--- src/rtl/shifter_seq.sv ---
// shifter_seq: multi-cycle shifter moving up to STEP bits per clock; rotate mode only with SHIFTER_ROTATE_EN
module shifter_seq #(
    parameter int WIDTH = 32,
    parameter int SHW = $clog2(WIDTH),
    parameter int STEP = 1
) (
    input  logic             clk,
    input  logic             rst,
    input  logic             start,
    input  logic [WIDTH-1:0] x,
    input  logic [SHW-1:0]   shamt,
    input  logic             dir,
    input  logic             arith,
    input  logic             rot,
    output logic             busy,
    output logic             done,
    output logic [WIDTH-1:0] z
);
    typedef enum logic [1:0] {IDLE, SHIFT, DONE} state_t;
    state_t state, state_n;
    logic [WIDTH-1:0] data, data_sh;
    logic [SHW-1:0] cnt, k, amt;
    logic ldir, fill, accept, finish;
`ifdef SHIFTER_ROTATE_EN
    logic lrot;
`else
    logic unused_rot;
    assign unused_rot = rot;
`endif
    assign amt = (32'(shamt) > WIDTH - 1) ? SHW'(WIDTH - 1) : shamt;
    assign busy = state == SHIFT;
    always_comb begin
        k = (32'(cnt) < STEP) ? cnt : SHW'(STEP);
        // fill already folds in arith and the operand MSB captured at accept
        data_sh = ldir ? data << k : (data >> k) | ({WIDTH{fill}} & ~({WIDTH{1'b1}} >> k));
`ifdef SHIFTER_ROTATE_EN
        if (lrot)
            data_sh = ldir ? (data << k) | (data >> (WIDTH - 32'(k))) : (data >> k) | (data << (WIDTH - 32'(k)));
`endif
        accept = start && state != SHIFT;
        finish = state == SHIFT && cnt == k;
        state_n = accept ? (amt == '0 ? DONE : SHIFT) :
                  state == SHIFT ? (finish ? DONE : SHIFT) :
                  IDLE;
    end
    always_ff @(posedge clk) begin
        if (rst) begin
            state <= IDLE;
            data <= '0;
            cnt <= '0;
            ldir <= 1'b0;
            fill <= 1'b0;
`ifdef SHIFTER_ROTATE_EN
            lrot <= 1'b0;
`endif
            done <= 1'b0;
            z <= '0;
        end else begin
            state <= state_n;
            done <= accept ? amt == '0 : finish;
            if (accept) begin
                data <= x;
                cnt <= amt;
                ldir <= dir;
                fill <= arith & x[WIDTH-1];
`ifdef SHIFTER_ROTATE_EN
                lrot <= rot;
`endif
            end else if (state == SHIFT) begin
                data <= data_sh;
                cnt <= cnt - k;
            end
            if (accept && amt == '0)
                z <= x;
            else if (finish)
                z <= data_sh;
        end
    end
endmodule

--- config.mk ---
export PLATFORM = sky130hd
export DESIGN_NAME = shifter_seq
export DESIGN_NICKNAME = d
export VERILOG_FILES = /design/src/rtl/shifter_seq.sv
export SDC_FILE = /design/constraint.sdc
export NUM_CORES = 1
export LEC_CHECK = 0
export CORE_MARGIN = 5
export CORE_UTILIZATION = 40
export DETAILED_ROUTE_END_ITERATION = 10
export DONT_BUFFER_PORTS = 1
export GPL_TIMING_DRIVEN = 0
export PLACE_DENSITY = 0.64
export SLEW_MARGIN = 40
export SYNTH_ARGS = -nofsm -noshare
export SYNTH_HDL_FRONTEND = slang
export SYNTH_SLANG_ARGS = --single-unit
--- constraint.sdc ---
create_clock -name clk -period 2.2 [get_ports clk]
set_clock_uncertainty 0.05 [all_clocks]
set_input_delay 0.55 -clock clk [delete_from_list [all_inputs] [get_ports clk]]
set_output_delay 0.55 -clock clk [all_outputs]
set_load 0.005 [all_outputs]
Fig. 1: run 1, signal wires on met1
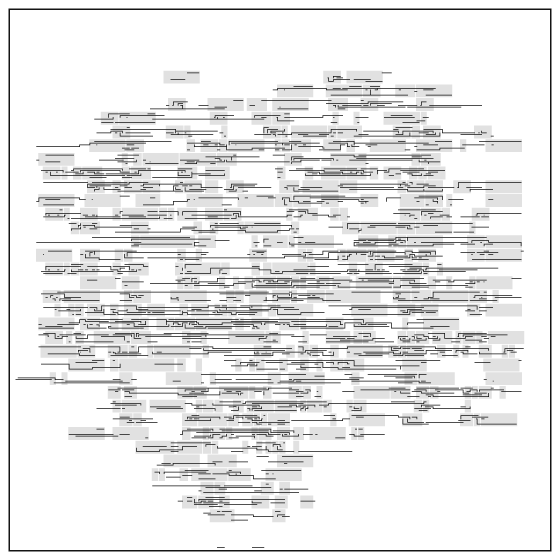
longest straight run: 41.9 um
share of all routed wire: 42%
nets with wire on the layer: 445
main direction: horizontal
wire length on this layer: 4830 um

Fig. 2: run 1, M2 wires
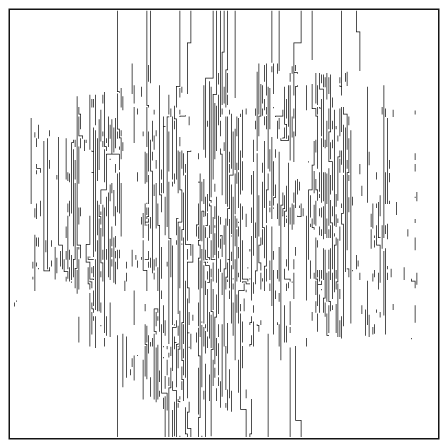
longest straight run: 48.3 um
main direction: vertical
share of all routed wire: 48%
wire length on this layer: 5540 um
nets with wire on the layer: 404

==> CHANGELOG.md, run 1 <==
## Flow update

* Pre-CTS worst setup slack at -236.9 ps
* Leak at 1.820 nW
* Cells along the critical path: nor3_4, a21o_1, ha_1, nor4b_2, clkbuf_4, o211a_1, a221o_1
* Post-route cell area at 4219 um2
* Inst Count DP at 539
* Syn Nets at 455
* Fmax at 485.8 MHz
* Die X at 107.2 um
* Status: finished clean
* Placement-stage cell area at 3938 um2
* Crit path largest cell delay at 350 ps
* Num ports at 77
* Pin count of the biggest net entering global routing at 13
* Startpoint Class: flop
* HP Start: x[0]
* Starting density of the core at 0.4087
* Residual DRC at 0
* GRT Total Usage at 0.2051
* Worst hold slack at 255.5 ps
* Clock power share at 0.337
* OpenROAD warnings at 28
* Ant diodes at 0
* DP HPWL at 8165 um
* R2r endpoint: z[20]
* Final Setup Violations at 0
* Synth top area share at 0.3870
Fig. 3: run 1, M4 wires
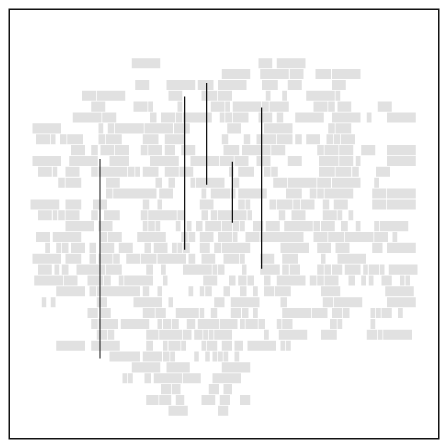
share of all routed wire: 1.5%
wire length on this layer: 168 um
longest straight run: 49.6 um
nets with wire on the layer: 4

Fig. 4: run 1, cell area per tile
Scale bar: 20 um. 11 x 11 tiles, from dark blue (low) to red (high), 0 to 100% covered.
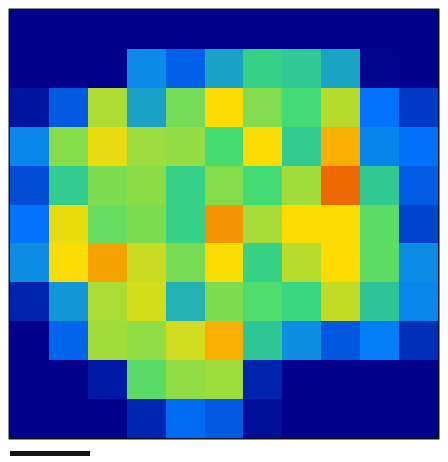
fullest tile: 88%
nearly empty tiles: 25%
densest ninth of the die: middle
emptiest ninth of the die: bottom right

run 1: how the worst min path moves through the flow:
| stage | to | depth (start not counted) | slack, ps |
|---|---|---|---|
| after floorplan | fill | 2 | 380 |
| after global placement | fill | 2 | 400 |
| after detailed placement | fill | 2 | 410 |
| after CTS | z[0] | 2 | 250 |
| after global routing | z[16] | 1 | 250 |
| final | z[0] | 2 | 260 |
run 1: cell type report:
cell class / instances / area (um2)
Buffer: 40 / 196.4
Sequential cell: 73 / 1463
Fill cell: 907 / 5021
Clock buffer: 11 / 141.4
Inverter: 43 / 161.4
Multi-Input combinational cell: 253 / 1993
Clock inverter: 5 / 102.6
Tap cell: 129 / 161.4
run 1: power by group through the flow:
stage / Clock [W] / Combinational, W / Sequential [W]
2_1_floorplan: 0 / 0.000683 / 0.00161
3_3_place_gp: 0 / 0.000883 / 0.00166
3_5_place_dp: 0 / 0.000907 / 0.00166
4_1_cts: 0.00133 / 0.000918 / 0.00164
5_1_grt: 0.00138 / 0.00103 / 0.00166
6_report: 0.00131 / 0.000936 / 0.00164
run 1: routing by layer:
layer / share of wire / global-route usage
met4: 0.015 / 0.06484
met2: 0.48 / 0.3271
met3: 0.085 / 0.06382
met5: 0 / 0
met1: 0.42 / 0.2640
run 1: critical path, delay by kind of cell (launching register included):
kind / cells / cell delay [ps]
adders and majority gates: 1 / 170
AOI/OAI and AO/OA: 3 / 500
and+or+nand+nor: 2 / 620
buffers and inverters: 1 / 320
DFF: 1 / 350
run 1: state kept, by name, summed over array words and instances (netlist names):
register / count
fill: 1
state: 1
cnt: 5
ldir: 1
z: 32
done: 1
data: 32
run 1: timing repair:
action / CTS / global route
endpoints found under the setup margin: 40 / 65
resized: 2 / 18
hold buffers: 0 / 0
--- run 2 (diff from run 1) ---
Settings changed: CAP_MARGIN set to 20.
Fig. 5: run 2, cell area per tile
Scale bar: 20 um. 11 x 11 tiles, from dark blue (low) to red (high), 0 to 100% covered.
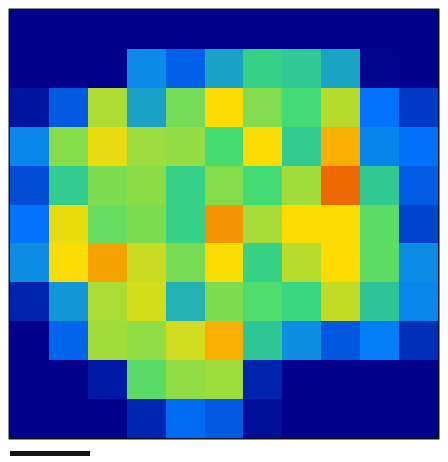
tiles over 75% full: 4.1%
emptiest ninth of the die: bottom right
fullest tile: 88%
densest ninth of the die: middle
nearly empty tiles: 25%
mean over tiles: 35%
starting density of the core: 0.4087
utilization after layout: 0.4566

==> run 2 against run 1 <==
- critical path depth stayed put
- wire length stayed put
- setup slack stayed put
- global-route usage stayed put
- core utilization stayed put
==> CHANGELOG.md, run 2 <==
## Flow update

* Status: finished clean
* GRT Total Usage at 0.2051
* Routed WL at 11510 um
* Post-DRT Antenna Nets at 0
* Ant diodes at 0
* Logic share of the area at 0.4724
* Synth top area share at 0.3870
* Startpoint Class: flop
* Mapped Area at 3776 um2
* Pin count of the biggest net entering global routing at 13
* # hold bufs at CTS at 0
* Max clock buf depth at 2
* R2r endpoint: z[20]
* Syn Nets at 455
* Residual DRC at 0
* Synth area leader: dfxtp_1
* Non-clock buffer count at 40
* Die X at 107.2 um
* Sink Count at 73
* Post-cts gate resize count at 2
* Flip-flops at 73
* Max-area cell class: logic gates
* Layout inverter count without the clock tree at 43
* Clk_lat worst skew at 360 ps
* Seq. cell area at 1463 um2
* Multi-In Gates at 253
* Row cnt at 35
* Period utilization at 0.9357
* Non-clk buf share at 0.04656
* Fillers at 907
* Final clock-cell share at 0.05783
* Flop share of the area at 0.3467
* Pre-CTS worst setup slack at -236.9 ps
* Top flop regs: data: 32 flops, z: 32 flops, cnt: 5 flops
* OpenROAD warnings at 28
* Cells along the critical path: nor3_4, a21o_1, ha_1, nor4b_2, clkbuf_4, o211a_1, a221o_1
* Post-route cell area at 4219 um2
* Core Area at 9240 um2
* Final Setup Violations at 0
* Leak at 1.820 nW
* Placement-stage cell area at 3938 um2
* Clkbuf count at 11
* Logic area at 1993 um2
* DP HPWL at 8165 um
* # Taps at 129
* Crit-path max FO at 10
* Drt first pass iters at 5
[run 2: cell counts in the layout (fill, tap and decap cells not counted)]
Identical to the previous run, type by type.
[run 2: cell families after synthesis]
logic type               synth area share
flip-flops                         0.3870
adder cells (fa/ha/maj)          0.006626
buffers and inverters             0.09178
AND-OR/OR-AND                      0.3714
multiplexers                      0.08483
AND/OR/NAND/NOR                   0.05832
[run 2: metrics by stage]
step	hold WS, ps	TNS, ps	total power [W]	cells	util
finish	255.5	0	0.003888	554	0.4566
global route	254.3	0	0.004076	554	0.4566
CTS	247.9	0	0.003880	554	0.4528
detailed placement	411.5	-5458	0.002572	539	0.4261
global placement	397.9	-5409	0.002543	539	0.4261
floorplan	381.2	0	0.002296	410	-
[run 2: worst max-delay path: cells and delay by family, from the launching register on]
kind,cells,cell delay (ps)
compound gates,3,500
flops,1,350
simple gates,2,620
fa+ha+maj,1,170
buf+inv,1,320
[run 2: metal layers]
layer  vias up  GRT usage  routed length [um]
met5         -          0                   0
met4         0    0.06484                 167
met3        13    0.06382                 982
met2       141     0.3271                5536
met1      1662     0.2640                4827
li1       1584          -                   -
[run 2: worst min path at each step]
stage	endpoint	start	slack [ps]	depth (start not counted)
global route	z[16]	x[16]	250	1
floorplan	fill	fill	380	2
detailed placement	fill	fill	410	2
finish	z[0]	x[0]	260	2
CTS	z[0]	x[0]	250	2
global placement	fill	fill	400	2
[run 2: report_power, final]
part | leakage [nW] | internal [W] | switching (W)
Combinational | 1.10 | 0.000347 | 0.000589
Sequential | 0.600 | 0.00148 | 0.000162
Clock | 0.120 | 0.000783 | 0.000527
Total | 1.82 | 0.00261 | 0.00128
--- run 3 (diff from run 2) ---
Settings changed: CORE_MARGIN 5 to 2.
Fig. 6: run 3, M2 wires
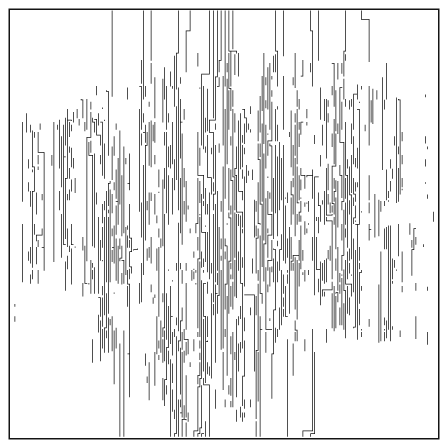
longest straight run: 42.8 um
main direction: vertical

==> run 3 against run 2 <==
- global-route usage is 2.0 points higher
- core utilization shrank 0.71 points
- sequential share of layout area up 0.71 points
- final cell count is 3.2% lower
- largest cell class unchanged
- highest routed layer unchanged
==> CHANGELOG.md, run 3 <==
## Flow update

* Placement-stage cell area at 3915 um2
* Synth top area share at 0.3870
* Residual DRC at 0
* Max clock buf depth at 2
* Row cnt at 35
* Pin count of the biggest net entering global routing at 13
* GRT Total Usage at 0.2247
* Crit path buf inv count at 1
* DP HPWL at 7829 um
* Post-route cell area at 4134 um2
* Clk_lat worst skew at 340 ps
* Synth area leader: dfxtp_1
* Crit path largest cell delay at 350 ps
* Period utilization at 0.9375
* Final Setup Violations at 0
* Routed WL at 11140 um
* Fillers at 945
* Die X at 101.2 um
* Ant diodes at 0
* Starting density of the core at 0.4106
* Status: finished clean
* Drt first pass iters at 4
* CP top delay family: simple AND/OR/NAND/NOR gates
* Mapped Area at 3776 um2
* Num ports at 77
* Cells along the critical path: nor3_4, a21o_1, ha_1, and3_2, nor3_4, buf_6, a221o_1
* Worst hold slack at 269.2 ps
* Pre-CTS worst setup slack at -227.7 ps
* Top flop regs: data: 32 flops, z: 32 flops, cnt: 5 flops
* Final Hold Fails at 0
* Sink Count at 73
* Post-DRT Antenna Nets at 0
* Fmax at 484.9 MHz
* Htree depth at 3
* Syn Nets at 455
* Crit-path max FO at 10
* Startpoint Class: flop
[run 3: cell counts after synthesis]
No cell type changed its count.
[run 3: worst paths after layout]
kind	from	to	slack, ps	cells past startpoint
max	cnt[4]	z[19]	140	7
max reg2reg	cnt[4]	z[19]	140	7
min reg2reg	fill	fill	410	2
min	x[0]	z[0]	270	2
[run 3: layout make-up]
cell class              count  area, um2  area share
plain buffers              40      191.4     0.04631
clock buffers              10      127.6     0.03087
clock inverters             6      58.81     0.01423
inverters                  43      161.4     0.03904
multi-input cells         253       1993      0.4821
flip-flops and latches     73       1463      0.3538
well taps                 111      138.9     0.03360
[run 3: layer usage]
metal / track usage / part of all wire / vias to the layer above / wire length (um)
met3: 0.05107 / 0.062 / 26 / 696
met5: 0 / 0 / - / 0
met1: 0.2934 / 0.43 / 1623 / 4777
li1: - / - / 1578 / -
met2: 0.3627 / 0.48 / 122 / 5386
met4: 0.08524 / 0.025 / 0 / 279
[run 3: stage by stage]
step / cells / util / total power [W]
2_1_floorplan: 410 / - / 0.002296
3_3_place_gp: 521 / 0.4257 / 0.002543
3_5_place_dp: 521 / 0.4257 / 0.002566
4_1_cts: 536 / 0.4464 / 0.003591
5_1_grt: 536 / 0.4495 / 0.003794
6_report: 536 / 0.4495 / 0.003596
[run 3: power by group]
part	leakage, nW	internal (W)	switching, W
Combinational	1.09	0.000346	0.000585
Clock	0.0998	0.000519	0.000507
Sequential	0.600	0.00148	0.000160
Total	1.79	0.00234	0.00125
[run 3: logic make-up after synthesis]
logic type | after synthesis | synth area share
flip-flops | 73 | 0.3870
AND-OR/OR-AND | 179 | 0.3714
buffers and inverters | 84 | 0.09178
multiplexers | 32 | 0.08483
AND/OR/NAND/NOR | 40 | 0.05832
adder cells (fa/ha/maj) | 2 | 0.006626
No activity file was given, so power comes from the tool's default toggle rates.
